[src/rtl/interface_entrada.sv]
// ---------------------------------------------------------------------------
// interface_entrada
//
// Input front-end for the game core. Raw board inputs (12 note buttons plus
// right / left / enter navigation keys) are synchronised, debounced per line,
// and turned into the bundle the main circuit consumes: a priority-encoded
// note code with a "new note" strobe, and single-cycle key pulses. The arrow
// keys auto-repeat while held so menus can be scrolled.
//
// Ports
//   clock               in   system clock, all state on its rising edge
//   reset               in   synchronous, active-high
//   botoes[11:0]        in   raw note buttons, active-high, asynchronous
//   right_arrow         in   raw right key, active-high, asynchronous
//   left_arrow          in   raw left key, active-high, asynchronous
//   enter               in   raw enter key, active-high, asynchronous
//   botoes_encoded[3:0] out  0 = no note, 1..12 = lowest pressed index + 1
//   nova_nota           out  1-cycle pulse when the code takes a new nonzero value
//   right_arrow_pressed out  1-cycle press / auto-repeat pulse
//   left_arrow_pressed  out  1-cycle press / auto-repeat pulse
//   enter_pressed       out  1-cycle press pulse, no repeat
// ---------------------------------------------------------------------------
module interface_entrada #(
   parameter int DEBOUNCE_CYCLES = 500000,
   parameter int REPEAT_DELAY    = 25000000,
   parameter int REPEAT_PERIOD   = 7500000
) (
   input  logic        clock,
   input  logic        reset,
   input  logic [11:0] botoes,
   input  logic        right_arrow,
   input  logic        left_arrow,
   input  logic        enter,
   output logic [3:0]  botoes_encoded,
   output logic        nova_nota,
   output logic        right_arrow_pressed,
   output logic        left_arrow_pressed,
   output logic        enter_pressed
);

   localparam int N_LINES   = 15;
   localparam int IDX_RIGHT = 12;
   localparam int IDX_ENTER = 14;

   localparam int DB_W = $clog2(DEBOUNCE_CYCLES);
   localparam logic [DB_W-1:0] DB_LAST = DB_W'(DEBOUNCE_CYCLES - 1);

   localparam int RP_MAX = (REPEAT_DELAY > REPEAT_PERIOD) ? REPEAT_DELAY : REPEAT_PERIOD;
   localparam int RP_W   = $clog2(RP_MAX);
   localparam logic [RP_W-1:0] DELAY_LAST  = RP_W'(REPEAT_DELAY - 1);
   localparam logic [RP_W-1:0] PERIOD_LAST = RP_W'(REPEAT_PERIOD - 1);

   typedef enum logic [1:0] {
      OCIOSO,
      ESPERA,
      REPETE
   } arrow_state_t;

   // Lowest pressed index wins; 0 means nothing pressed.
   function automatic logic [3:0] lowest_note(input logic [11:0] v);
      logic [3:0] code;
      code = 4'd0;
      for (int i = 11; i >= 0; i--) begin
         if (v[i]) code = 4'(i + 1);
      end
      return code;
   endfunction

   logic [N_LINES-1:0] raw_lines;
   logic [N_LINES-1:0] sync_p0;
   logic [N_LINES-1:0] sync_p1;
   logic [N_LINES-1:0] deb_p2;
   logic [N_LINES-1:0] deb_p3;
   logic [DB_W-1:0]    db_cnt [N_LINES];
   logic [3:0]         code_nxt;

   assign raw_lines = {enter, left_arrow, right_arrow, botoes};

   // ---- stage p0/p1: two-flop synchroniser on every raw line ----
   always_ff @(posedge clock) begin
      if (reset) begin
         sync_p0 <= '0;
         sync_p1 <= '0;
      end else begin
         sync_p0 <= raw_lines;
         sync_p1 <= sync_p0;
      end
   end

   // ---- stage p2: independent debouncer per line ----
   // The counter only runs while the synchronised level disagrees with the
   // debounced one, so any disagreement shorter than DEBOUNCE_CYCLES is lost.
   always_ff @(posedge clock) begin
      if (reset) begin
         deb_p2 <= '0;
         for (int i = 0; i < N_LINES; i++) db_cnt[i] <= '0;
      end else begin
         for (int i = 0; i < N_LINES; i++) begin
            if (sync_p1[i] == deb_p2[i]) begin
               db_cnt[i] <= '0;
            end else if (db_cnt[i] == DB_LAST) begin
               deb_p2[i] <= ~deb_p2[i];
               db_cnt[i] <= '0;
            end else begin
               db_cnt[i] <= db_cnt[i] + 1'b1;
            end
         end
      end
   end

   assign code_nxt = lowest_note(deb_p2[11:0]);

   // ---- stage p3: encoder, new-note strobe, enter edge ----
   // deb_p3 is the previous debounced vector, used for rising-edge detection.
   always_ff @(posedge clock) begin
      if (reset) begin
         botoes_encoded <= 4'd0;
         nova_nota      <= 1'b0;
         enter_pressed  <= 1'b0;
         deb_p3         <= '0;
      end else begin
         botoes_encoded <= code_nxt;
         nova_nota      <= (code_nxt != 4'd0) && (code_nxt != botoes_encoded);
         enter_pressed  <= deb_p2[IDX_ENTER] & ~deb_p3[IDX_ENTER];
         deb_p3         <= deb_p2;
      end
   end

   // ---- stage p3: arrow auto-repeat FSMs (index 0 = right, 1 = left) ----
   for (genvar a = 0; a < 2; a++) begin : g_arrow
      arrow_state_t    state;
      logic [RP_W-1:0] cnt;
      logic            pulse;
      logic            held;
      logic            rise;

      assign held = deb_p2[IDX_RIGHT + a];
      assign rise = held & ~deb_p3[IDX_RIGHT + a];

      always_ff @(posedge clock) begin
         if (reset) begin
            state <= OCIOSO;
            cnt   <= '0;
            pulse <= 1'b0;
         end else begin
            pulse <= 1'b0;
            if (!held) begin
               // A release aborts any pending repeat, silently.
               state <= OCIOSO;
               cnt   <= '0;
            end else begin
               case (state)
                  OCIOSO: begin
                     if (rise) begin
                        pulse <= 1'b1;
                        cnt   <= '0;
                        state <= ESPERA;
                     end
                  end
                  ESPERA: begin
                     if (cnt == DELAY_LAST) begin
                        pulse <= 1'b1;
                        cnt   <= '0;
                        state <= REPETE;
                     end else begin
                        cnt <= cnt + 1'b1;
                     end
                  end
                  REPETE: begin
                     if (cnt == PERIOD_LAST) begin
                        pulse <= 1'b1;
                        cnt   <= '0;
                     end else begin
                        cnt <= cnt + 1'b1;
                     end
                  end
                  default: begin
                     state <= OCIOSO;
                     cnt   <= '0;
                  end
               endcase
            end
         end
      end
   end

   assign right_arrow_pressed = g_arrow[0].pulse;
   assign left_arrow_pressed  = g_arrow[1].pulse;

endmodule

[config.mk]
export PLATFORM = sky130hd
export DESIGN_NAME = interface_entrada
export DESIGN_NICKNAME = d
export VERILOG_FILES = /design/src/rtl/interface_entrada.sv
export SDC_FILE = /design/constraint.sdc
export NUM_CORES = 1
export LEC_CHECK = 0
export ABC_AREA = 1
export CAP_MARGIN = 20
export CELL_PAD_IN_SITES_DETAIL_PLACEMENT = 0
export CELL_PAD_IN_SITES_GLOBAL_PLACEMENT = 1
export CORE_UTILIZATION = 49
export CTS_CLUSTER_SIZE = 20
export DETAILED_ROUTE_END_ITERATION = 6
export PLACE_DENSITY_LB_ADDON = 0.3
export RECOVER_POWER = 25
export SETUP_SLACK_MARGIN = 0.02
export SYNTH_ARGS = -nofsm -noshare
export SYNTH_HDL_FRONTEND = slang
export SYNTH_SLANG_ARGS = --single-unit
export TNS_END_PERCENT = 1
[constraint.sdc]
create_clock -name clock -period 2.19 [get_ports clock]
set_input_delay 0.438 -clock clock [delete_from_list [all_inputs] [get_ports clock]]
set_output_delay 0.438 -clock clock [all_outputs]
set_load 0.02 [all_outputs]
Fig. 1: run 1, wiring heat map
Bar = 50 um. 21 x 21 tiles, from black (low) to pale yellow (high), scaled to the fullest tile. Values are wire area over tile area, all layers added.
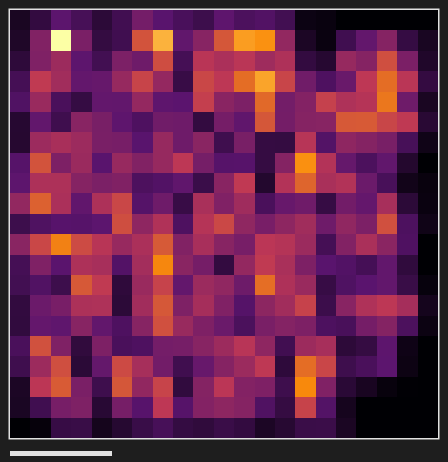
nearly empty tiles = 5.0%
fullest tile = 0.49
tiles over half the peak = 13%
mean over tiles = 0.15
emptiest ninth of the die = south-east

Fig. 2: run 1, the metal 1 layer
Bar = 50 um.
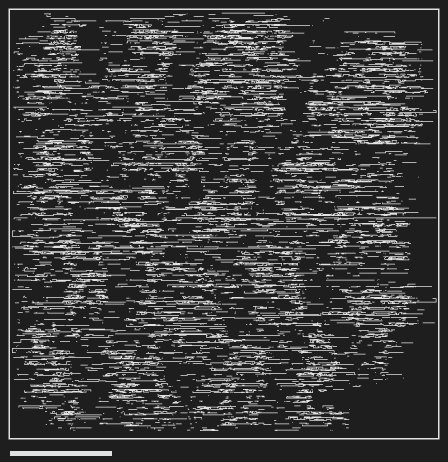
nets with wire on the layer = 2,877
wire length on this layer = 20.1 mm
Via Count: 16,900
Total Wirelength: 42.0 mm

==> summary.txt, run 1 <==
yosys + openroad results -> post-CTS sizing 0, yosys aoi share 0.0670, Leading cell kind flip-flops and latches, Crit path depth 1, wire per inst 11.9 um, gate count of the mapped netlist 2,553, GR Layer Usage met3 0.0294, cell type with the largest total area edfxtp_1, Largest delay share family, worst path buffers and inverters, Simple-Gate Area Share 0.287, Gate Area approximately 10,000 um2, top cells by instance count after synthesis nor2_1, nand2_1, inv_1, edfxtp_1, nand3_1, P per Cell Area 674 nW/um2, clock-pin slew on the worst setup and hold paths about 0.060 ns, setup bufs post-CTS 0, sequential fraction of the synthesis area 0.505, most numerous logic cells after layout nor2_1, nand2_1, inv_1, synth-to-layout area growth 17.2%, Ant. Diodes 0, Yosys warning count 0, VDD IR-drop max 581 uV, DRT Pass-1 Iters 7, Main logic family simple AND/OR/NAND/NOR gates, flop count 395, P_leak 9.96 nW, Peak Freq 477 MHz, FFs w/ async S/R, synth 0, dpl cells 3,449, run status complete, no violations, grt met1 use 0.261, Worst slew margin 0.521, Logic inverters 385, yosys xor share 0.0506, Critical-path top delay cell clkdlybuf4s50_1, Sink Count about 400, Cell Area, Synth 21,300 um2, FF-to-FF Start db_cnt[0][133]$_SDFFCE_PN0P_, CP max FO 3, CTS buffer count 45, hold buffer count at CTS 0, Setup WS pre-CTS 0.0661 ns
Fig. 3: run 1, signal wires on met2
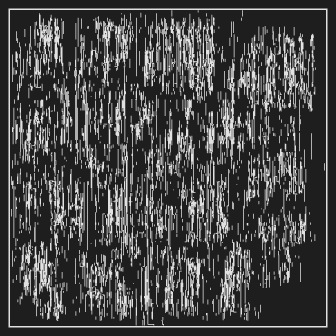
wire length on this layer = 19,200 um
share of all routed wire = 46%
main direction = vertical
nets with wire on the layer = 2,305
longest straight run = 51.7 um

## run 1: registers in the layout, indices dropped and copies added (netlist names), 3 cells and up
register / cells
deb_p3: 3
g_arrow.cnt: 50
botoes_encoded: 4
g_arrow.state: 4
db_cnt: 285
sync_p1: 15
sync_p0: 15
deb_p2: 15
## run 1: stage by stage
stage	power [W]	area, um2	utilization	hold slack (ns)	setup TNS (ns)
final	0.0168	25000	0.581	0.384	0
after global routing	0.0175	25000	0.581	0.386	-0.777
after CTS	0.0171	25000	0.581	0.281	0
after detailed placement	0.00923	23400	0.545	0.393	0
after global placement	0.00921	23400	0.545	0.382	0
after floorplan	0.00903	22400	-	0.373	0
## run 1: report_power, final
part	total (W)	internal [W]	switching (W)
registers	0.00850	0.00826	0.000231
logic	0.000591	0.000199	0.000392
clock network	0.00775	0.00472	0.00302
Fig. 4: run 1, local utilization
Bar = 50 um. 21 x 21 tiles, from black (low) to pale yellow (high), 0 to 100% covered.
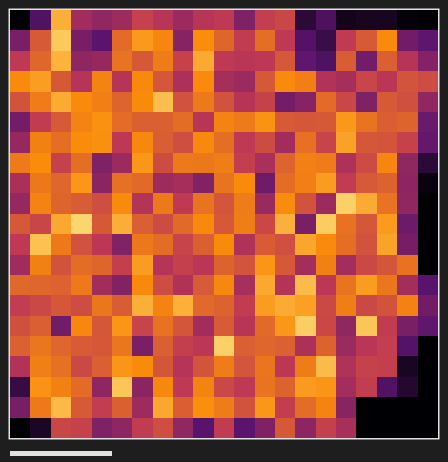

--- run 2 (diff from run 1) ---
--- a/config.mk
+++ b/config.mk
@@ -12,10 +12,11 @@
 export CORE_UTILIZATION = 49
 export CTS_CLUSTER_SIZE = 20
 export DETAILED_ROUTE_END_ITERATION = 6
+export GPL_TIMING_DRIVEN = 0
 export PLACE_DENSITY_LB_ADDON = 0.3
 export RECOVER_POWER = 25
 export SETUP_SLACK_MARGIN = 0.02
 export SYNTH_ARGS = -nofsm -noshare
 export SYNTH_HDL_FRONTEND = slang
 export SYNTH_SLANG_ARGS = --single-unit
-export TNS_END_PERCENT = 1
+export TNS_END_PERCENT = 30
==> constraint.sdc (replaced) <==
create_clock -name clock -period 2 [get_ports clock]
set_input_delay 0.4 -clock clock [delete_from_list [all_inputs] [get_ports clock]]
set_output_delay 0.4 -clock clock [all_outputs]
set_load 0.02 [all_outputs]
Fig. 5: run 2, local utilization
Bar = 50 um. 21 x 21 tiles, from black (low) to pale yellow (high), 0 to 100% covered.
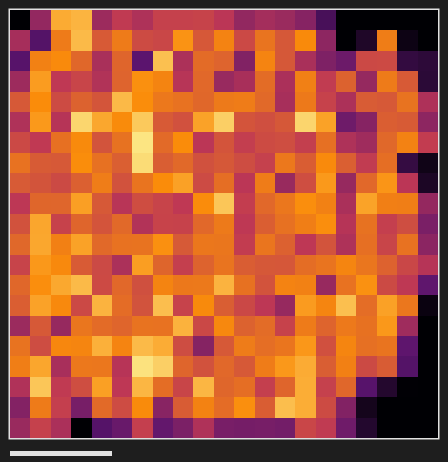
fullest tile = 94%
tiles over 75% full = 15%
mean over tiles = 57%
nearly empty tiles = 4.5%

Fig. 6: run 2, the metal 1 layer
Bar = 50 um.
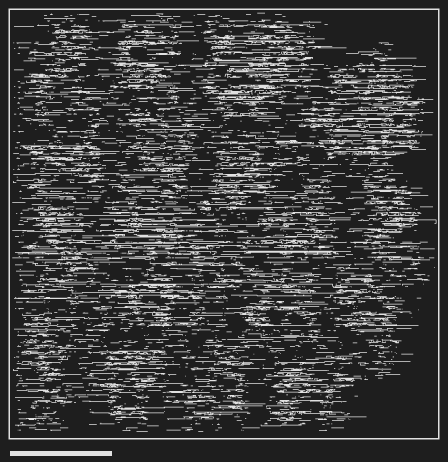
longest straight run = 50.6 um
main direction = horizontal

==> summary.txt, run 2 <==
yosys + openroad results -> seq pwr 0.00930 W (+9.4%), Net Sw Frac 0.221 (+0.00439), fin util 0.602 (+0.0215), CP max FO 6 (+3), Leading cell kind flip-flops and latches, max reg flops 285 (unchanged), max layer used met4, run status complete, no violations, sum of negative setup slack 0 ns (unchanged), DIE AREA 44,300 um2, Crit path depth 10 (+9), Yosys warning count 0 (unchanged), CTS buffer count 45 (unchanged), Ant. Diodes 1 (+1), clock-pin slew on the worst setup and hold paths 0.06 ns (about the same), Sink Count 395 (unchanged), dpl cells 3,446 (-0.087%), Clk. pwr 0.00814 W (+5.0%), Tightest Pin Transition between 0.6 and 0.7 ns, Largest delay share family, worst path simple AND/OR/NAND/NOR gates, Peak Freq 503 MHz, Storage cell area 10,800 um2, Clk pwr share 0.448 (-0.012), total power draw 0.0182 W (+8.0%), synth-to-layout area growth 21.6%, P_sw 0.00402 W (+10%), P_leak 10.4 nW (+4.4%), vias in the first global route 16,000, cell type with the largest total area edfxtp_1, Logic inverters 386 (+0.26%), hold buffer count at CTS 0 (unchanged), Worst Hold Slack 0.366 ns (-0.0175 ns), gate count of the mapped netlist 2,553 (unchanged), top cells by instance count after synthesis nor2_1, nand2_1, inv_1, edfxtp_1, nand3_1, Setup WS pre-CTS -0.884 ns (-0.950 ns), flop share of the area 0.416, Post-Layout Inst Area 25,900 um2 (+3.7%), P per Cell Area 702 nW/um2 (+4.1%), non-clk buf share 0.0359, Int Power 0.0142 W (+7.4%), Min-Delay Endpoint sync_p0[0]$_SDFF_PP0_, most numerous logic cells after layout nand2_1, nor2_1, inv_1, Cell Area, Synth 21,300 um2 (unchanged), Seq pwr share 0.512 (+0.007), VDD IR-drop max 646 uV (+11%), Gate power share 0.040 (+0.005), flop count 395 (unchanged), FF-to-FF Start db_cnt[1][38]$_SDFFCE_PP0P_, combinational group power 0.000730 W (+24%), combinational gates approximately 2,000, filler cell count slightly below 4,000, n_taps 585, Gate Area 10,500 um2 (+5.4%), Via Count 17,400 (+2.8%), area share, top type 0.402, FFs w/ async S/R, synth 0 (unchanged), dpl cell area 23,300 um2 (-0.41%), critical path cell sequence ha_2 -> nand2_2 -> nor2_4 -> inv_2 -> or3_4 -> nor2_4 -> nor2_4 -> inv_2 -> buf_6 -> nor3b_1, top flop regs db_cnt (285), g_arrow.cnt (50), Critical-path top delay cell edfxtp_1, MaxCap Viol Count 0, largest power group registers, Worst slew margin 0.573 (+0.0519), register with the most flip-flops db_cnt, DRT Pass-1 Iters 5 (-2), initial antenna violation count 1
Fig. 7: run 2, wiring heat map
Bar = 50 um. 21 x 21 tiles, from black (low) to pale yellow (high), scaled to the fullest tile. Values are wire area over tile area, all layers added.
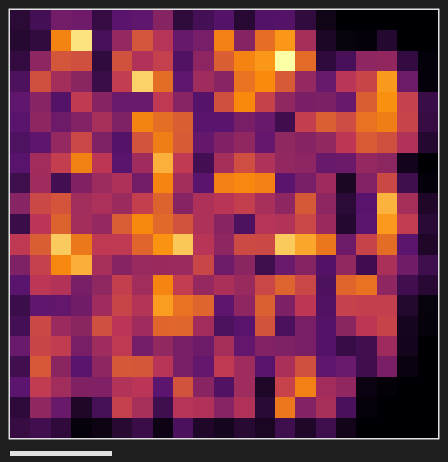
tiles over half the peak = 29%
nearly empty tiles = 6.1%
emptiest ninth of the die = south-east
fullest tile = 0.41
mean over tiles = 0.15
total global-route track usage: 0.197
Total Wirelength: 43.2 mm
wire per inst: 12.0 um

run 2: kinds of logic after synthesis:
| kind of cell | Yosys count | synth area share |
|---|---|---|
| AND/OR/NAND/NOR | 1327 | 0.287 |
| buffers and inverters | 414 | 0.0755 |
| flip-flops | 395 | 0.505 |
| AND-OR/OR-AND | 268 | 0.0670 |
| XOR/XNOR | 123 | 0.0506 |
| adder cells (fa/ha/maj) | 25 | 0.0147 |
| other | 1 | 0.000176 |
run 2: layer usage:
layer	vias up	GRT usage
met5	-	0
met4	0	0.0630
met3	68	0.0334
met2	283	0.324
met1	7999	0.264
li1	9077	-
run 2: timing repair:
| item | in CTS | in global routing |
|---|---|---|
| gates cloned | 0 | 3 |
| pin swaps | 5 | 52 |
| setup buffers | 8 | 51 |
| gates resized | 56 | 153 |
| endpoints found under the setup margin | 203 | 256 |
Fig. 8: run 2, routing congestion
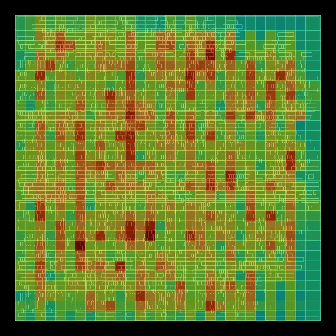

--- run 3 (diff from run 2) ---
--- a/config.mk
+++ b/config.mk
@@ -13,6 +13,7 @@
 export CTS_CLUSTER_SIZE = 20
 export DETAILED_ROUTE_END_ITERATION = 6
 export GPL_TIMING_DRIVEN = 0
+export MAX_ROUTING_LAYER = met4
 export PLACE_DENSITY_LB_ADDON = 0.3
 export RECOVER_POWER = 25
 export SETUP_SLACK_MARGIN = 0.02
Fig. 9: run 3, routing congestion
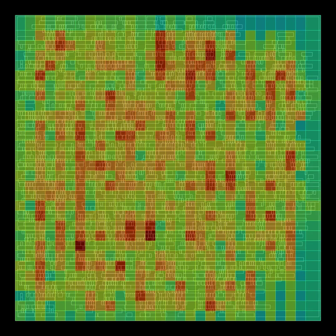
grt met1 use: 0.265
total global-route track usage: 0.203
met2 usage: 0.324
wire per inst: 12.0 um
GR Layer Usage met3: 0.0332

Fig. 10: run 3, wiring heat map
Bar = 50 um. 21 x 21 tiles, from black (low) to pale yellow (high), scaled to the fullest tile. Values are wire area over tile area, all layers added.
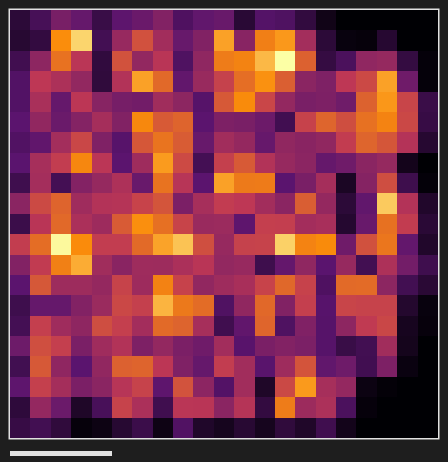
tiles over half the peak = 30%
mean over tiles = 0.15
emptiest ninth of the die = south-east

Fig. 11: run 3, local utilization
Bar = 50 um. 21 x 21 tiles, from black (low) to pale yellow (high), 0 to 100% covered.
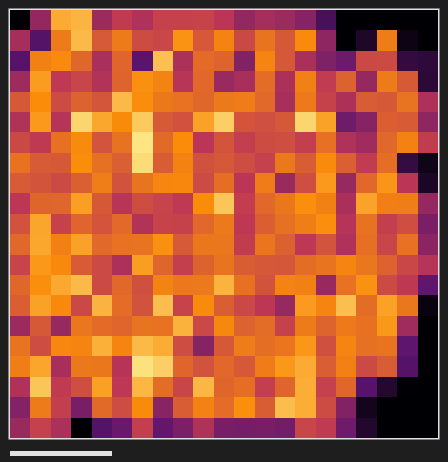
tiles over 75% full = 15%
nearly empty tiles = 4.5%
fullest tile = 94%
mean over tiles = 57%
Core ar.: 43,000 um2
fin util: 0.602
fp util: 0.496

==> summary.txt, run 3 <==
yosys + openroad results -> total power draw 0.0182 W (about the same), Peak Freq 503 MHz (about the same), Most Used Layer, Global Route met2, Buffers on Ports 24, dpl cell area 23,300 um2 (unchanged), Residual DRC 0, Main logic family simple AND/OR/NAND/NOR gates, gate count of the mapped netlist 2,553 (unchanged), FF-to-FF Start db_cnt[1][38]$_SDFFCE_PP0P_, cell type with the largest total area edfxtp_1, register with the most flip-flops db_cnt, Largest delay share family, worst path buffers and inverters, Post-synth EDFFs 285, Setup WS pre-CTS -0.884 ns (unchanged), CTS buffer count 45 (unchanged), Via Count 17,400 (+0.086%), top flop regs db_cnt (285), g_arrow.cnt (50), initial antenna violation count 1 (unchanged), dpl cells 3,446 (unchanged), Crit path depth 5 (-5), vias in the first global route 16,000 (-0.11%), clock latency on the worst-skew pair roughly 0.57 ns, sum of negative setup slack 0 ns (unchanged), Sink Count 395 (unchanged), Mux cell area share 0 (unchanged), max layer used met4, DIE AREA 44,300 um2 (unchanged), CP max FO 10 (+4), hold buffer count at CTS 0 (unchanged), most numerous logic cells after layout nand2_1, nor2_1, inv_1, top cells by instance count after synthesis nor2_1, nand2_1, inv_1, edfxtp_1, nand3_1, run status complete, no violations, Worst Hold Slack 0.368 ns (+0.00188 ns), Worst slew margin 0.573 (about the same), metal1 wirelength 20.5 mm, MaxCap Viol Count 0 (unchanged), yosys xor share 0.0506 (unchanged), Min-Delay Endpoint sync_p0[0]$_SDFF_PP0_, yosys aoi share 0.0670 (unchanged), Fin. Hold Viols 0, max reg flops 285 (unchanged), P per Cell Area 702 nW/um2 (about the same), Post-Layout Inst Area 25,900 um2 (unchanged), Tightest Pin Transition 0.634 ns (+0.000376 ns), Adders+Majority by Area 0.0147 (unchanged), Total Wirelength 43.3 mm (about the same), synth-to-layout area growth 21.6% (unchanged), clock-pin slew on the worst setup and hold paths 0.06 ns (about the same), P_leak 10.4 nW (unchanged), Yosys warning count 0 (unchanged), Critical-path top delay cell dlygate4sd3_1, area share, top type 0.402 (unchanged), Simple-Gate Area Share 0.287 (unchanged), DRT Pass-1 Iters 5 (unchanged), critical path cell sequence dlygate4sd3_1 -> clkbuf_4 -> clkbuf_1 -> buf_2 -> nor2_1, Cell Area, Synth 21,300 um2 (unchanged), WP data arrival approximately 2.4 ns, VDD IR-drop max 645 uV (about the same), crit path launch type primary input, FFs w/ async S/R, synth 0 (unchanged), post-CTS sizing 56 (unchanged)
## run 3: cell counts in the layout (fill, tap and decap cells not counted)
Identical to the previous run, type by type.
## run 3: cell type report
cell class,instances,area (um2)
Fill cell,3904,17100
Buffer,29,235
Clock buffer,69,1340
Timing Repair inverter,1,7.51
Timing Repair Buffer,85,693
Clock inverter,14,124
Tap cell,585,732
Multi-Input combinational cell,2028,10500
Inverter,385,1450
Antenna cell,1,2.50
Sequential cell,395,10800
## run 3: report_power, final
| group | internal, W | total, W | leakage (nW) | switching [W] |
|---|---|---|---|---|
| clock network | 0.00486 | 0.00814 | 0.724 | 0.00328 |
| registers | 0.00905 | 0.00930 | 3.84 | 0.000252 |
| logic | 0.000253 | 0.000730 | 5.83 | 0.000477 |
Power is estimated from default activity; no workload was simulated.
